**src/rtl/bf16_pkg.sv**
```systemverilog
// ============================================================================
// Module : bf16_pkg
// Brief  : Shared bfloat16 field layout, constants and divider FSM states.
// Rev    : 1.0
// ============================================================================
`default_nettype none

package bf16_pkg;

  localparam int EXP_W  = 8;
  localparam int MAN_W  = 7;
  localparam int WORD_W = 1 + EXP_W + MAN_W;

  localparam int                 BF16_BIAS = 127;
  localparam logic [WORD_W-1:0]  BF16_QNAN = 16'h7FC0;
  localparam logic [EXP_W-1:0]   EXP_MAX   = 8'hFF;

  typedef struct packed {
    logic             sign;
    logic [EXP_W-1:0] exp;
    logic [MAN_W-1:0] man;
  } bf16_t;

  typedef enum logic [1:0] {
    IDLE = 2'd0,
    DIV  = 2'd1,
    NORM = 2'd2,
    DONE = 2'd3
  } state_e;

endpackage

`default_nettype wire

```
**src/rtl/bf16_classify.sv**
```systemverilog
// ============================================================================
// Module : bf16_classify
// Brief  : Combinational zero/inf/NaN classification of one bfloat16 operand.
// Rev    : 1.0
// ============================================================================
`default_nettype none

module bf16_classify
  import bf16_pkg::*;
(
  input  bf16_t i_op,
  output logic  o_is_zero,
  output logic  o_is_inf,
  output logic  o_is_nan
);

  // Zero exponent covers denormals too: they are flushed to zero.
  assign o_is_zero = (i_op.exp == '0);
  assign o_is_inf  = (i_op.exp == EXP_MAX) && (i_op.man == '0);
  assign o_is_nan  = (i_op.exp == EXP_MAX) && (i_op.man != '0);

endmodule

`default_nettype wire

```
**src/rtl/bf16_divider.sv**
```systemverilog
// ============================================================================
// Module : bf16_divider
// Brief  : Sequential bfloat16 divider, restoring division one bit per clock.
// Rev    : 1.0
// ============================================================================
`default_nettype none

module bf16_divider
  import bf16_pkg::*;
(
  input  logic              clk,
  input  logic              rst_n,
  input  logic              in_valid,
  output logic              in_ready,
  input  logic [WORD_W-1:0] a,
  input  logic [WORD_W-1:0] b,
  output logic              out_valid,
  input  logic              out_ready,
  output logic [WORD_W-1:0] quo,
  output logic              dbz
);

  state_e r_state, w_state_nxt;

  bf16_t w_a, w_b;
  logic  w_a_zero, w_a_inf, w_a_nan;
  logic  w_b_zero, w_b_inf, w_b_nan;
  logic  w_sign;

  logic                    w_special;
  logic [WORD_W-1:0]       w_spec_quo;
  logic                    w_spec_dbz;
  logic signed [9:0]       w_e_cap;

  logic                    r_sign;
  logic signed [9:0]       r_exp;
  logic [MAN_W+1:0]        r_rem;
  logic [MAN_W:0]          r_mb;
  logic [MAN_W+1:0]        r_q;
  logic [3:0]              r_count;
  logic                    r_special;
  logic [WORD_W-1:0]       r_spec_quo;
  logic                    r_spec_dbz;
  logic [WORD_W-1:0]       r_quo;
  logic                    r_dbz;
  logic                    r_out_valid;

  logic                    w_ge;
  logic [MAN_W+1:0]        w_diff;
  logic signed [9:0]       w_exp_n;
  logic [MAN_W-1:0]        w_man;
  logic [WORD_W-1:0]       w_norm_quo;

  assign w_a    = a;
  assign w_b    = b;
  assign w_sign = w_a.sign ^ w_b.sign;

  bf16_classify u_cls_a (
    .i_op      (w_a),
    .o_is_zero (w_a_zero),
    .o_is_inf  (w_a_inf),
    .o_is_nan  (w_a_nan)
  );

  bf16_classify u_cls_b (
    .i_op      (w_b),
    .o_is_zero (w_b_zero),
    .o_is_inf  (w_b_inf),
    .o_is_nan  (w_b_nan)
  );

  assign w_e_cap = $signed({2'b00, w_a.exp}) - $signed({2'b00, w_b.exp})
                 + $signed(10'(BF16_BIAS));

  // Special results are fixed at capture; the divide still runs for constant latency.
  always_comb begin
    w_special  = 1'b1;
    w_spec_quo = BF16_QNAN;
    w_spec_dbz = 1'b0;
    if (w_a_nan || w_b_nan || (w_a_zero && w_b_zero) || (w_a_inf && w_b_inf)) begin
      w_spec_quo = BF16_QNAN;
    end else if (w_b_zero) begin
      w_spec_quo = {w_sign, EXP_MAX, {MAN_W{1'b0}}};
      w_spec_dbz = !w_a_inf;
    end else if (w_a_zero || w_b_inf) begin
      w_spec_quo = {w_sign, {(WORD_W-1){1'b0}}};
    end else if (w_a_inf) begin
      w_spec_quo = {w_sign, EXP_MAX, {MAN_W{1'b0}}};
    end else begin
      w_special  = 1'b0;
    end
  end

  assign w_ge   = (r_rem >= {1'b0, r_mb});
  assign w_diff = w_ge ? (r_rem - {1'b0, r_mb}) : r_rem;

  assign w_exp_n = r_q[MAN_W+1] ? r_exp : (r_exp - 10'sd1);
  assign w_man   = r_q[MAN_W+1] ? r_q[MAN_W:1] : r_q[MAN_W-1:0];

  always_comb begin
    w_norm_quo = {r_sign, w_exp_n[EXP_W-1:0], w_man};
    if (w_exp_n >= 10'sd255) begin
      w_norm_quo = {r_sign, EXP_MAX, {MAN_W{1'b0}}};
    end else if (w_exp_n <= 10'sd0) begin
      w_norm_quo = {r_sign, {(WORD_W-1){1'b0}}};
    end
  end

  always_ff @(posedge clk or negedge rst_n) begin
    if (!rst_n) begin
      r_state <= IDLE;
    end else begin
      r_state <= w_state_nxt;
    end
  end

  always_comb begin
    w_state_nxt = r_state;
    case (r_state)
      IDLE:    if (in_valid) w_state_nxt = DIV;
      DIV:     if (r_count == 4'(MAN_W + 1)) w_state_nxt = NORM;
      NORM:    w_state_nxt = DONE;
      DONE:    if (r_out_valid && out_ready) w_state_nxt = IDLE;
      default: w_state_nxt = IDLE;
    endcase
  end

  always_ff @(posedge clk or negedge rst_n) begin
    if (!rst_n) begin
      r_sign      <= 1'b0;
      r_exp       <= '0;
      r_rem       <= '0;
      r_mb        <= '0;
      r_q         <= '0;
      r_count     <= '0;
      r_special   <= 1'b0;
      r_spec_quo  <= '0;
      r_spec_dbz  <= 1'b0;
      r_quo       <= '0;
      r_dbz       <= 1'b0;
      r_out_valid <= 1'b0;
    end else begin
      case (r_state)
        IDLE: begin
          if (in_valid) begin
            r_sign     <= w_sign;
            r_exp      <= w_e_cap;
            r_rem      <= {1'b0, 1'b1, w_a.man};
            r_mb       <= {1'b1, w_b.man};
            r_q        <= '0;
            r_count    <= '0;
            r_special  <= w_special;
            r_spec_quo <= w_spec_quo;
            r_spec_dbz <= w_spec_dbz;
          end
        end
        DIV: begin
          r_q     <= {r_q[MAN_W:0], w_ge};
          r_rem   <= w_diff << 1;
          r_count <= r_count + 4'd1;
        end
        NORM: begin
          r_quo <= r_special ? r_spec_quo : w_norm_quo;
          r_dbz <= r_special & r_spec_dbz;
        end
        DONE: begin
          // out_valid rises one cycle after DONE entry and drops on transfer.
          if (!r_out_valid) begin
            r_out_valid <= 1'b1;
          end else if (out_ready) begin
            r_out_valid <= 1'b0;
            r_count     <= '0;
          end
        end
        default: ;
      endcase
    end
  end

  assign in_ready  = (r_state == IDLE);
  assign out_valid = r_out_valid;
  assign quo       = r_quo;
  assign dbz       = r_dbz;

endmodule

`default_nettype wire
```
**config.mk**
```make
export PLATFORM = sky130hd
export DESIGN_NAME = bf16_divider
export DESIGN_NICKNAME = d
export VERILOG_FILES = /design/src/rtl/bf16_pkg.sv /design/src/rtl/bf16_classify.sv /design/src/rtl/bf16_divider.sv
export SDC_FILE = /design/constraint.sdc
export NUM_CORES = 1
export LEC_CHECK = 0
export CORE_ASPECT_RATIO = 0.8
export CORE_MARGIN = 3
export CORE_UTILIZATION = 50
export DETAILED_ROUTE_END_ITERATION = 10
export GPL_ROUTABILITY_DRIVEN = 1
export HOLD_SLACK_MARGIN = 0.03
export PLACE_DENSITY = 0.71
export SYNTH_ARGS = -nofsm -noshare
export SYNTH_HDL_FRONTEND = slang
export SYNTH_SLANG_ARGS = --single-unit
```
**constraint.sdc**
```tcl
create_clock -name clk -period 3.1 [get_ports clk]
set_clock_uncertainty 0.1 [all_clocks]
set_input_delay 0.775 -clock clk [delete_from_list [all_inputs] [get_ports clk]]
set_output_delay 0.775 -clock clk [all_outputs]
set_load 0.005 [all_outputs]
```
==> flow_summary.toml, run 1 <==
# flow metrics
[global_route]
antenna_found_initial = 0
top_usage_layer = "met2"
grt-ovfl-total = 0
met1_usage_pct = 30.9
grt_pass1_wl_mm = 17.0
use_met2_pct = 35.5

[yosys]
yosysMostFrequentCell = "dfrtp_1"
yosys_area_sq_um = 4330
avgSynthCellArea_sq_um = 9.01
synthTopLogicFamily = "AND-OR/OR-AND gates"
top_area_cell = "dfrtp_1"
synthArstFlopShare_pct = 100
top_cells_by_area = "dfrtp_1 (38%), ha_1 (6.9%), inv_1 (4.2%)"
aoi_share_pct = 20.2
edf_count = 0
yosysUniqueCellTypes = 62
syn_nets = 543
ys.flops = 66
mux_area_share_pct = 6.53
synth_top_area_share_pct = 38.1
simple_gate_share_pct = 17.6
xor_share_pct = 3.44
ys.flop_type = "dfrtp_1"
ys_seq_share_pct = 38.1
common_cells = "dfrtp_1 (66), inv_1 (48), nand2_1 (43)"
syn_area_sq_um = 4330
synth_warnings = 0
synth_adder_area_share_pct = 7.86

[sta]
max-slew-margin-rel_pct = 61.3
tightest_slew_ns = 0.581
min_period_over_period_pct = 94.7
drv_slew = 0
grt_setup_unrepaired = "no"
hold_viol = 0
fin_tns_setup_ns = 0
fin_ws_ns = 0.164
hold_ws_ns = 0.319
setup_viol = 0
fmaxAchievable_mhz = 341
period_needed_ns = 2.94

[critical_path]
cp.arrival_ns = 3.11
endpoint_kind = "flop"
worst-path-stages = 11
critPathKind = "in -> reg"
r2r_end = "r_rem[2]"
slowest_delay_ns = 0.42
reg2reg_depth = 7
cp-start-kind = "input port"
cp_cell_sequence = "clkdlybuf4s50_1, inv_1, ha_2, inv_1, fa_1, and3_4, o21a_2, o211ai_1, a211oi_1, or4_1, nand3_1"
crit_start = "a[7]"
r2r_start = "r_rem[3]"
ff2ff_setup_slack_ns = 0.50
crit_fanout = 5
critPathSlowestCell = "clkdlybuf4s50_1"
cp.required_ns = 3.28
path_buffers = 3
crit_end = "r_exp[8]"
cpMostUsedCell = "inv_1"

[finish]
syn2layout_area_growth_pct = 24.6
drive_above_1_share_pct = 12.9
sh_comb_area_pct = 45.1
nMultiInputCombCells = 347
n_all_inverters = 48
stdcell_count = 672
largest_reg_flops = 16
postLayoutCellArea_sq_um = 5400
layout_top_cells = "dfrtp_1 (66), clkdlybuf4s50_1 (53), inv_1 (48)"
lay_top_count = "dfrtp_1"
final_core_util_pct = 66.1
sh_seq_area_pct = 30.6
signal_buffers = 87
final-clk-cell-share_pct = 3.73
nets = 621
fill_cells = 694
diodes = 0
comb_area_sq_um = 2430

[cts]
cts_buffers = 9
cts-root-buf = "clkbuf_8"
hold_buffers = 0
cts_setup_buffers = 0
cts_max_path_buffers = 2
cts-resized-gates = 0
htreeDepth = 3
cts_tree = "built"
path_clk_slew_ns = 0.08
clock_latency_ns = 0.35

[floorplanning]
die_width_um = 110
dieArea_sq_um = 9820
fp_util_pct = 53.1
ios = 55
dieHeight_um = 89.3

[placement]
preCtsSetupSlack_ns = -0.256
placed_area_sq_um = 5170
dp_hpwl_mm = 7.84
globalplace.congestion = 0.901
place_inst = 656
io_buffer_count = 54

[power_and_ir_drop]
power.group.top = "combinational cells"
netSwitchingPower_mw = 2.10
total_power_mw = 4.98
swShare_pct = 42.1
clk-power_mw = 0.746
p_seq_mw = 1.53
intPower_mw = 2.88
powerDensity_nw_per_um2 = 923
pwr-share-clk_pct = 15.0
seq_power_share_pct = 30.7
pwr-share-comb_pct = 54.3

[route]
drtIter0Drc = 158
wl_met2_mm = 4.61
wire_per_inst_um = 14.9
top_layer = "met4"
firstDrtPassIters = 4
dr_wl_met3_um = 537
via_per_inst = 5.59
wl_met1_mm = 4.77
drc = 0

[status]
outcome = "finished clean"

[hold_path]
min_path_type = "in -> async"

[job]
tool_warnings = 30
drv_cap = 0
**Run 1: M1 wires**

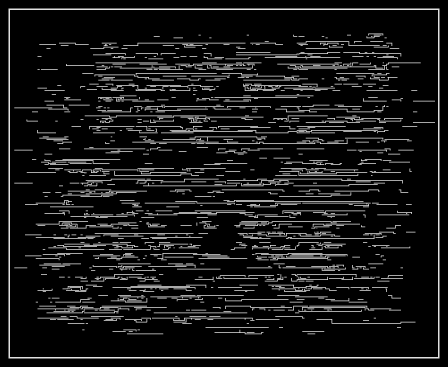
- main direction: horizontal
- share of all routed wire: 48%
- nets with wire on the layer: 563
- wire length on this layer: 4770 um

**Run 1: M2 wires**

The bar under the picture is 20 um long. Cells faint in the background.
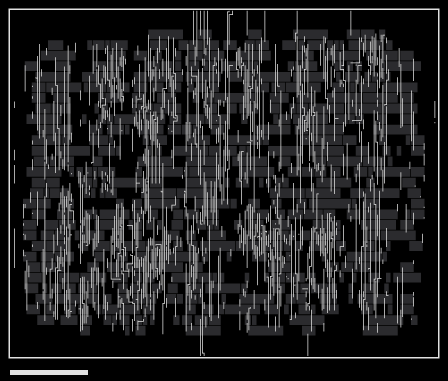
- main direction: vertical
- share of all routed wire: 46%
- nets with wire on the layer: 512

**Run 1: the metal 3 layer**

The bar under the picture is 20 um long.
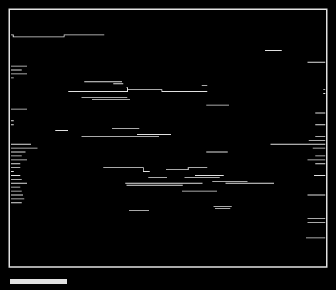
- nets with wire on the layer: 59
- wire length on this layer: 538 um
- main direction: horizontal
- longest straight run: 26.7 um
DR vias: 3754
met3 Resource Use GR: 4.55%
WL final: 10.0 mm

**Run 1: layout detail**

The bar under the picture is 5 um long. Region (18, 57) to (38, 77) um. Cells in grey, sequential cells in the stronger grey; small squares are vias.
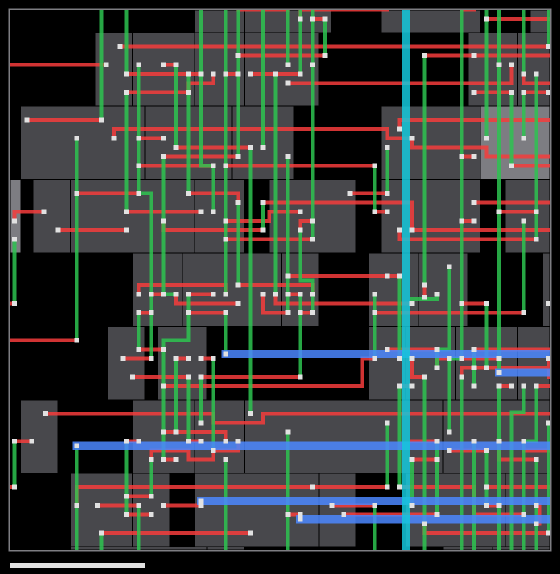

==> run 1 -> run 2 <==
==> constraint.sdc (replaced) <==
create_clock -name clk -period 2.8 [get_ports clk]
set_clock_uncertainty 0.1 [all_clocks]
set_input_delay 0.7 -clock clk [delete_from_list [all_inputs] [get_ports clk]]
set_output_delay 0.7 -clock clk [all_outputs]
set_load 0.005 [all_outputs]
**Run 2: layout detail**

The bar under the picture is 5 um long. Region (18, 57) to (38, 77) um. Cells in grey, sequential cells in the stronger grey; small squares are vias.
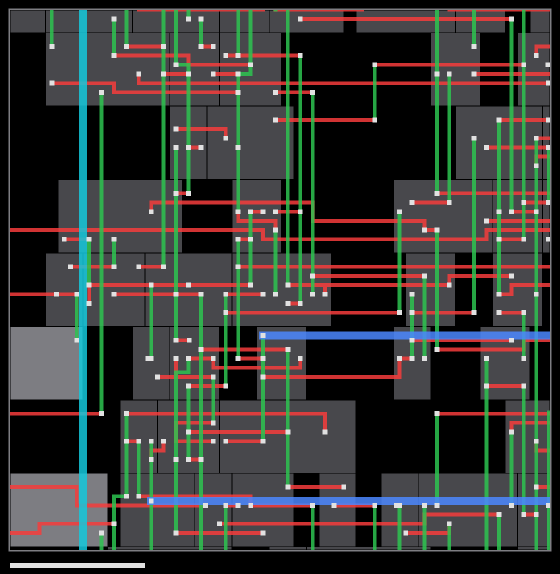
- metal 2: green
- metal 3: blue
- metal 1: red
- metal 4: cyan
- sequential cells in the window: 0
- cells with their middle in the window: 31
- most frequent: inv_1 (5), a21oi_1 (4), xnor2_1 (3)

**Run 2: the metal 3 layer**

The bar under the picture is 20 um long.
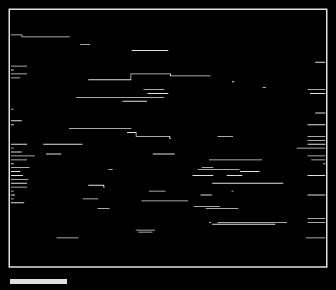
- nets with wire on the layer: 71
- longest straight run: 30.4 um
met3 Resource Use GR: 4.84%
DR vias: 3879
WL final: 10.5 mm

==> flow_summary.toml, run 2 <==
# flow metrics
[status]
outcome = "finished clean"

[sta]
period_needed_ns = 2.80
setup_viol = 0
hold_ws_ns = 0.162
fin_ws_ns = 0.00372
min_period_over_period_pct = 99.9
drv_slew = 0
fmaxAchievable_mhz = 358
max-slew-margin-rel_pct = 60.7
tightest_slew_ns = 0.585
fin_tns_setup_ns = 0

[cts]
htreeDepth = 3
cts-resized-gates = 8
clock_latency_ns = 0.36
cts_tree = "built"
cts-root-buf = "clkbuf_8"
cts_setup_buffers = 1
cts_max_path_buffers = 2
path_clk_slew_ns = 0.08
hold_buffers = 0

[finish]
drive_above_1_share_pct = 17.5
layout_top_cells = "dfrtp_1 (66), buf_4 (50), clkdlybuf4s50_1 (49)"
nMultiInputCombCells = 347
sh_comb_area_pct = 44.6
fill_cells = 684
largest_reg_flops = 16
sh_seq_area_pct = 29.5
stdcell_count = 690
final-clk-cell-share_pct = 3.59
syn2layout_area_growth_pct = 29.5
nets = 639
final_core_util_pct = 68.7
diodes = 0

[route]
drc = 0
drtIter0Drc = 232
firstDrtPassIters = 4
dr_wl_met3_um = 579
wl_met1_mm = 4.86
wl_met2_mm = 4.87
wire_per_inst_um = 15.2
top_layer = "met4"

[power_and_ir_drop]
pwr-share-comb_pct = 55.5
netSwitchingPower_mw = 2.37
seq_power_share_pct = 29.8
p_seq_mw = 1.68
power.group.top = "combinational cells"
total_power_mw = 5.62
powerDensity_nw_per_um2 = 1000
clk-power_mw = 0.827
pwr-share-clk_pct = 14.7
intPower_mw = 3.25

[floorplanning]
ios = 55
fp_util_pct = 53.1
dieArea_sq_um = 9820

[critical_path]
r2r_end = "r_rem[4]"
crit_start = "b[10]"
path_buffers = 2
worst-path-stages = 9
reg2reg_depth = 8
cp.required_ns = 2.99
ff2ff_setup_slack_ns = 0.30
cp.arrival_ns = 2.98
cp_cell_sequence = "clkdlybuf4s50_1, inv_1, ha_1, a21o_4, o21a_4, o211ai_1, a211oi_2, or4_1, nand3_1"
cp-start-kind = "input port"
crit_fanout = 5

[hold_path]
min_path_type = "in -> async"

[yosys]
yosys_area_sq_um = 4330
ys.flop_type = "dfrtp_1"
synth_adder_area_share_pct = 7.86
ys.flops = 66
simple_gate_share_pct = 17.6
synth_top_area_share_pct = 38.1
syn_area_sq_um = 4330
avgSynthCellArea_sq_um = 9.01
yosysUniqueCellTypes = 62
edf_count = 0
synth_cells = 481
mux_area_share_pct = 6.53
yosysMostFrequentCell = "dfrtp_1"
top_area_cell = "dfrtp_1"
synthArstFlopShare_pct = 100
syn_nets = 543
aoi_share_pct = 20.2
synthTopLogicFamily = "AND-OR/OR-AND gates"
ys_seq_share_pct = 38.1
top_cells_by_area = "dfrtp_1 (38%), ha_1 (6.9%), inv_1 (4.2%)"

[placement]
globalplace.congestion = 0.859
dp_hpwl_mm = 7.94
placed_area_sq_um = 5280
place_inst = 672
io_buffer_count = 54

[global_route]
grt-ovfl-total = 0
grt_pass1_wl_mm = 16.9
use_met2_pct = 36.3
top_usage_layer = "met2"

[job]
drv_cap = 0
tool_warnings = 31
**Run 2: M1 wires**

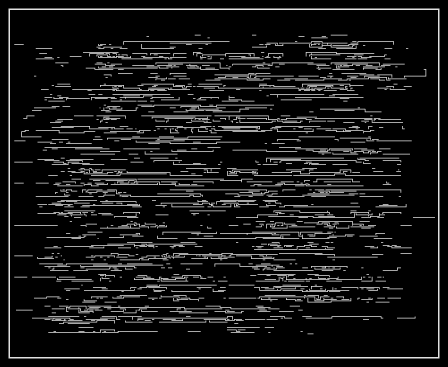
- wire length on this layer: 4860 um
- main direction: horizontal
- longest straight run: 27.1 um
- share of all routed wire: 46%
- nets with wire on the layer: 575

No activity file was given, so power comes from the tool's default toggle rates.
